<file path="config.mk">
export PLATFORM = sky130hd
export DESIGN_NAME = snax_gemm_tcdm_reader
export DESIGN_NICKNAME = d
export VERILOG_FILES = /design/src/rtl/snax_gemm_reader_pkg.sv /design/src/rtl/snax_gemm_reader_port.sv /design/src/rtl/snax_gemm_tcdm_reader.sv
export SDC_FILE = /design/constraint.sdc
export NUM_CORES = 1
export LEC_CHECK = 0
export CAP_MARGIN = 5
export CORE_AREA = 2 2 481 483
export DETAILED_ROUTE_END_ITERATION = 8
export DIE_AREA = 0 0 483 485
export PLACE_DENSITY = 0.4
export SLEW_MARGIN = 20
export SYNTH_ARGS = -nofsm -noshare
export SYNTH_HDL_FRONTEND = slang
export SYNTH_SLANG_ARGS = --single-unit
</file>
<file path="constraint.sdc">
create_clock -name clk_i -period 19.8 [get_ports clk_i]
set_clock_uncertainty 0.15 [all_clocks]
set_input_delay 3.96 -clock clk_i [delete_from_list [all_inputs] [get_ports clk_i]]
set_output_delay 3.96 -clock clk_i [all_outputs]
set_load 0.005 [all_outputs]
</file>
<file path="src/rtl/snax_gemm_reader_pkg.sv">
// Shared definitions for the SNAX GEMM TCDM operand reader.
//   - rd_state_e      : reader FSM states
//   - Def*            : default parameter values for the reader top
//   - DefBytesPerWord : byte stride between neighbouring TCDM ports
package snax_gemm_reader_pkg;

  localparam int unsigned DefDataWidth    = 64;
  localparam int unsigned DefNumPorts     = 8;
  localparam int unsigned DefAddrWidth    = 17;
  localparam int unsigned DefCntWidth     = 16;
  localparam int unsigned DefBytesPerWord = DefDataWidth / 8;

  typedef enum logic [1:0] {
    ST_IDLE = 2'd0,
    ST_REQ  = 2'd1,
    ST_OUT  = 2'd2
  } rd_state_e;

endpackage

</file>
<file path="src/rtl/snax_gemm_reader_port.sv">
// Per-port request/response bookkeeping for the TCDM reader.
// Tracks whether this port's read for the current block has been granted
// and answered, and holds the returned data word until the block is consumed.
// Ports:
//   clk_i, rst_i   clock, async active-high reset
//   clr_i          start of a new block: drop granted/received flags
//   active_i       reader is in its request phase
//   q_valid_o      request valid (active and not yet granted)
//   q_ready_i      TCDM grant for this port
//   p_valid_i      TCDM response valid, p_data_i response word
//   received_o     response for the current block has been captured
//   data_o         captured response word
module snax_gemm_reader_port
  import snax_gemm_reader_pkg::*;
#(
  parameter int unsigned DataWidth = DefDataWidth
) (
  input  logic                 clk_i,
  input  logic                 rst_i,
  input  logic                 clr_i,
  input  logic                 active_i,
  output logic                 q_valid_o,
  input  logic                 q_ready_i,
  input  logic                 p_valid_i,
  input  logic [DataWidth-1:0] p_data_i,
  output logic                 received_o,
  output logic [DataWidth-1:0] data_o
);

  logic                 granted_q, granted_d;
  logic                 received_q, received_d;
  logic [DataWidth-1:0] data_q, data_d;
  logic                 capture;

  assign q_valid_o = active_i & ~granted_q;
  // Only an outstanding read may be answered; stray responses are dropped.
  assign capture   = active_i & p_valid_i & granted_q & ~received_q;

  always_comb begin
    granted_d  = granted_q;
    received_d = received_q;
    data_d     = data_q;
    if (clr_i) begin
      granted_d  = 1'b0;
      received_d = 1'b0;
    end else begin
      if (q_valid_o && q_ready_i) granted_d = 1'b1;
      if (capture) begin
        received_d = 1'b1;
        data_d     = p_data_i;
      end
    end
  end

  always_ff @(posedge clk_i or posedge rst_i) begin
    if (rst_i) begin
      granted_q  <= 1'b0;
      received_q <= 1'b0;
      data_q     <= '0;
    end else begin
      granted_q  <= granted_d;
      received_q <= received_d;
      data_q     <= data_d;
    end
  end

  assign received_o = received_q;
  assign data_o     = data_q;

endmodule

</file>
<file path="src/rtl/snax_gemm_tcdm_reader.sv">
// Operand-fetch stage for the SNAX GEMM datapath.
// Fetches num_blocks_i strided blocks; each block is one read per TCDM port
// (port i at block address + i*DataWidth/8). Responses may return in any
// order; the assembled wide word is offered to the GEMM core on out_valid_o /
// out_ready_i. Only one block is in flight at a time.
// Ports:
//   clk_i, rst_i                  clock, async active-high reset
//   start_i, base_addr_i,
//   stride_i, num_blocks_i        launch command (sampled in IDLE only)
//   busy_o, done_o                status; done_o pulses after the last block
//   tcdm_q_*                      per-port read request channel
//   tcdm_p_*                      per-port read response channel
//   out_valid_o, out_data_o,
//   out_ready_i                   assembled operand word to the GEMM core
//   stall_cnt_o                   stall cycle counter, present only when
//                                 SNAX_GEMM_READER_PERF_CNT_EN is defined
module snax_gemm_tcdm_reader
  import snax_gemm_reader_pkg::*;
#(
  parameter int unsigned DataWidth = DefDataWidth,
  parameter int unsigned NumPorts  = DefNumPorts,
  parameter int unsigned AddrWidth = DefAddrWidth,
  parameter int unsigned CntWidth  = DefCntWidth
) (
  input  logic                          clk_i,
  input  logic                          rst_i,
  input  logic                          start_i,
  input  logic [AddrWidth-1:0]          base_addr_i,
  input  logic [AddrWidth-1:0]          stride_i,
  input  logic [CntWidth-1:0]           num_blocks_i,
  output logic                          busy_o,
  output logic                          done_o,
  output logic [NumPorts-1:0]           tcdm_q_valid_o,
  output logic [NumPorts*AddrWidth-1:0] tcdm_q_addr_o,
  input  logic [NumPorts-1:0]           tcdm_q_ready_i,
  input  logic [NumPorts-1:0]           tcdm_p_valid_i,
  input  logic [NumPorts*DataWidth-1:0] tcdm_p_data_i,
  output logic                          out_valid_o,
  output logic [NumPorts*DataWidth-1:0] out_data_o,
  input  logic                          out_ready_i
`ifdef SNAX_GEMM_READER_PERF_CNT_EN
  ,
  output logic [CntWidth-1:0]           stall_cnt_o
`endif
);

  localparam int unsigned BytesPerWord = DataWidth / 8;

  rd_state_e            state_q, state_d;
  logic [CntWidth-1:0]  blk_q, blk_d;
  logic [CntWidth-1:0]  cnt_q, cnt_d;
  logic [AddrWidth-1:0] stride_q, stride_d;
  logic [AddrWidth-1:0] blk_addr_q, blk_addr_d;
  logic                 done_q, done_d;

  logic                 start_acc, launch, hs, last_blk, clr_masks, req_active;
  logic [NumPorts-1:0]  received;

  assign start_acc = (state_q == ST_IDLE) && start_i;
  assign launch    = start_acc && (num_blocks_i != '0);
  assign hs        = (state_q == ST_OUT) && out_ready_i;
  assign last_blk  = (blk_q == (cnt_q - CntWidth'(1)));
  assign clr_masks = launch || (hs && !last_blk);

  // FSM: state register
  always_ff @(posedge clk_i or posedge rst_i) begin
    if (rst_i) state_q <= ST_IDLE;
    else       state_q <= state_d;
  end

  // FSM: next state
  always_comb begin
    state_d = state_q;
    case (state_q)
      ST_IDLE: if (launch) state_d = ST_REQ;
      ST_REQ:  if (&received) state_d = ST_OUT;
      ST_OUT:  if (out_ready_i) state_d = last_blk ? ST_IDLE : ST_REQ;
      default: state_d = ST_IDLE;
    endcase
  end

  // FSM: outputs
  always_comb begin
    busy_o      = (state_q != ST_IDLE);
    req_active  = (state_q == ST_REQ);
    out_valid_o = (state_q == ST_OUT);
  end

  // Block bookkeeping. The block address is kept as a running sum so no
  // multiplier is needed; it wraps modulo 2^AddrWidth by truncation.
  always_comb begin
    blk_d      = blk_q;
    cnt_d      = cnt_q;
    stride_d   = stride_q;
    blk_addr_d = blk_addr_q;
    done_d     = (start_acc && (num_blocks_i == '0)) || (hs && last_blk);
    if (launch) begin
      blk_d      = '0;
      cnt_d      = num_blocks_i;
      stride_d   = stride_i;
      blk_addr_d = base_addr_i;
    end else if (hs && !last_blk) begin
      blk_d      = blk_q + CntWidth'(1);
      blk_addr_d = blk_addr_q + stride_q;
    end
  end

  always_ff @(posedge clk_i or posedge rst_i) begin
    if (rst_i) begin
      blk_q      <= '0;
      cnt_q      <= '0;
      stride_q   <= '0;
      blk_addr_q <= '0;
      done_q     <= 1'b0;
    end else begin
      blk_q      <= blk_d;
      cnt_q      <= cnt_d;
      stride_q   <= stride_d;
      blk_addr_q <= blk_addr_d;
      done_q     <= done_d;
    end
  end

  assign done_o = done_q;

  for (genvar g = 0; g < NumPorts; g++) begin : g_port
    logic [AddrWidth-1:0] port_addr;
    assign port_addr = blk_addr_q + AddrWidth'(g * BytesPerWord);
    // Address only driven during the request phase; it cannot move there
    // because blk_addr_q only changes on launch or output handshake.
    assign tcdm_q_addr_o[g*AddrWidth +: AddrWidth] = req_active ? port_addr : '0;

    snax_gemm_reader_port #(
      .DataWidth (DataWidth)
    ) u_port (
      .clk_i      (clk_i),
      .rst_i      (rst_i),
      .clr_i      (clr_masks),
      .active_i   (req_active),
      .q_valid_o  (tcdm_q_valid_o[g]),
      .q_ready_i  (tcdm_q_ready_i[g]),
      .p_valid_i  (tcdm_p_valid_i[g]),
      .p_data_i   (tcdm_p_data_i[g*DataWidth +: DataWidth]),
      .received_o (received[g]),
      .data_o     (out_data_o[g*DataWidth +: DataWidth])
    );
  end

`ifdef SNAX_GEMM_READER_PERF_CNT_EN
  logic [CntWidth-1:0] stall_q, stall_d;
  logic                stall_evt;

  assign stall_evt = (req_active && |(tcdm_q_valid_o & ~tcdm_q_ready_i)) ||
                     (out_valid_o && !out_ready_i);

  always_comb begin
    stall_d = stall_q;
    if (start_acc)                    stall_d = '0;
    else if (stall_evt && !(&stall_q)) stall_d = stall_q + CntWidth'(1);
  end

  always_ff @(posedge clk_i or posedge rst_i) begin
    if (rst_i) stall_q <= '0;
    else       stall_q <= stall_d;
  end

  assign stall_cnt_o = stall_q;
`endif

endmodule

</file>
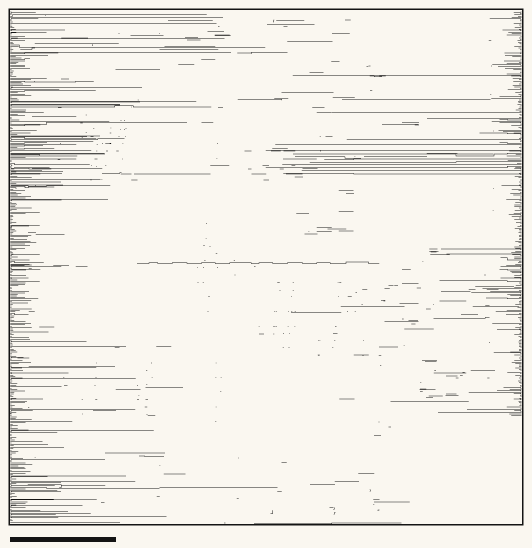
Figure 1: met3 routing.
The bar under the picture is 100 um long.
nets with wire on the layer = 769
wire length on this layer = 17500 um
share of all routed wire = 11%
longest straight run = 241 um
main direction = horizontal
routing usage on met3: 0.06144
Via Count: 21555
routed wire length: 162.5 mm

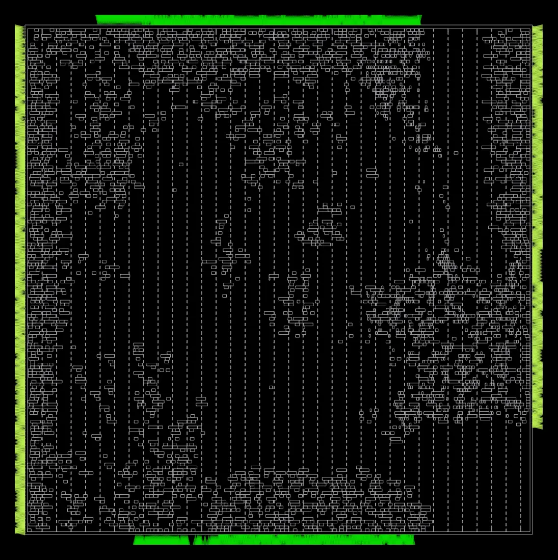
Figure 2: cell placement.
FP Rows: 176
fin cells: 6350
Core ar.: 0.2290 mm2
flop count: 597

==> flow_summary.ini <==
; flow metrics
[floorplan]
fp.dieH_um = 485
ioPinCount = 1241

[final_timing]
period_used_share = 0.4295
fin_setup_tns_ns = 0
max_freq_mhz = 117.6
hold_viol = 0
timing.hold.ws_ns = 0.3364
tightest_slew_ns = 0.9858
maxSlewViolCount = 0

[power]
power_top_consumer = combinational cells
vdd_drop_max_mv = 0.08539
powerComb_uw = 3710
power_frac_comb = 0.487
p_leak_uw = 0.01728
power_frac_clock = 0.215

[clock_tree]
ctsRootBufferMaster = clkbuf_16
cts.sinks = 597
htree_num_levels = 3
insertion_delay_ns = 0.69

[global_routing]
grt_overflow = 0
grt_pass1_wl_mm = 214.7
grt_pass1_vias = 22699
antenna_found_initial = 125
grt_use_total = 0.1350

[final_layout]
area_share_nonclk_buffers = 0.2840
nClkBuffers = 124
nNonClkInverters = 19
clkCellAreaFrac = 0.06657
logic_area_mm2 = 0.01017
drive_gt1_frac = 0.2178
lay_top_cells = clkdlybuf4s50_1, dfrtp_1, mux2_2
nets = 3836

[setup_path]
startpoint_type = register
required_ns = 15.69
crit_path_max_fanout = 14
worstReg2RegEnd = g_port[7].u_port.data_o[48]$_DFFE_PP0P_
rrSetupSlack_ns = 16.10
crit_buf_inv = 1
crit_path_max_incr_delay_ns = 0.79
startpoint = blk_addr_q[9]$_DFFE_PP0P_
path_depth = 6
r2r_cells = 5

[hold_path]
hold_path.startpoint = stride_q[0]$_DFFE_PP0P_
hold_end = stride_q[0]$_DFFE_PP0P_
hp-class = reg -> reg

[detailed_routing]
ant_nets = 0
vias_per_cell = 3.394
drt-initial-drc-count = 1030

[placement]
dpl.hpwl_mm = 131.9
placed_area_mm2 = 0.04167

[synth]
synth-edff-count = 0
syn_nets = 2620
synth_cell_type_count = 61

[flow_run]
drv_cap = 0

[outcome]
outcome = finished, final reports clean
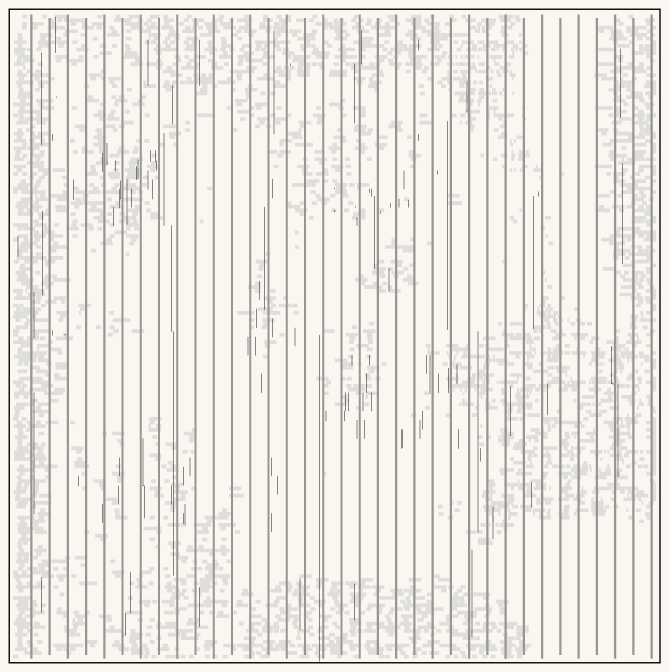
Figure 3: signal wires on met4.
Supply wires on this layer in grey.
nets with wire on the layer = 82
main direction = vertical
longest straight run = 243 um

## synth_stat cells, types with 14 or more instances
cell      number  area [um2]
buf_4         41       307.8
inv_1         19       71.32
nor2_1       127       476.7
xnor2_1       32       280.3
mux2i_1       14       140.1
and3_1        16       100.1
clkbuf_1      92       345.3
dfrtp_1      597       14940
or3_1         19       118.9
o21ai_0       28       140.1
xor2_1        58       508.0
nand2_1      174       653.1
nand3_1       18       90.09
a21oi_1       44       220.2
mux2_2       514        5788
and2_1        26       162.7
ha_1          27       337.8
nor3_1        21       105.1
## worst max-delay path by stage
stage	end	slack [ns]
5_1_grt	tcdm_q_addr_o[29]	11.02
3_5_place_dp	g_port[2].u_port.data_o[24]$_DFFE_PP0P_	11.37
2_1_floorplan	blk_addr_q[0]$_DFFE_PP0P_	7.55
3_3_place_gp	g_port[2].u_port.data_o[17]$_DFFE_PP0P_	11.41
4_1_cts	tcdm_q_addr_o[29]	11.00
6_report	tcdm_q_addr_o[29]	11.30
## cells by family after synthesis
| group | share of synthesized area |
|---|---|
| buffers and inverters | 0.03137 |
| AND-OR/OR-AND | 0.03625 |
| AND/OR/NAND/NOR | 0.08079 |
| flip-flops | 0.5779 |
| XOR/XNOR | 0.03049 |
| adder cells (fa/ha/maj) | 0.01384 |
| multiplexers | 0.2293 |
## per-layer routing
metal	routed length, um	track usage	part of all wire
met5	209	0	0.0013
met4	3152	0.03113	0.019
met1	62290	0.1517	0.38
met3	17500	0.06144	0.11
met2	79310	0.2319	0.49
## state kept, by name (all words and copies together), names as in the netlist
name                      count
g_port.u_port.received_o      8
blk_q                        16
g_port.u_port.granted_q       8
done_o                        1
state_q                       2
g_port.u_port.data_o        512
blk_addr_q                   17
stride_q                     17
cnt_q                        16
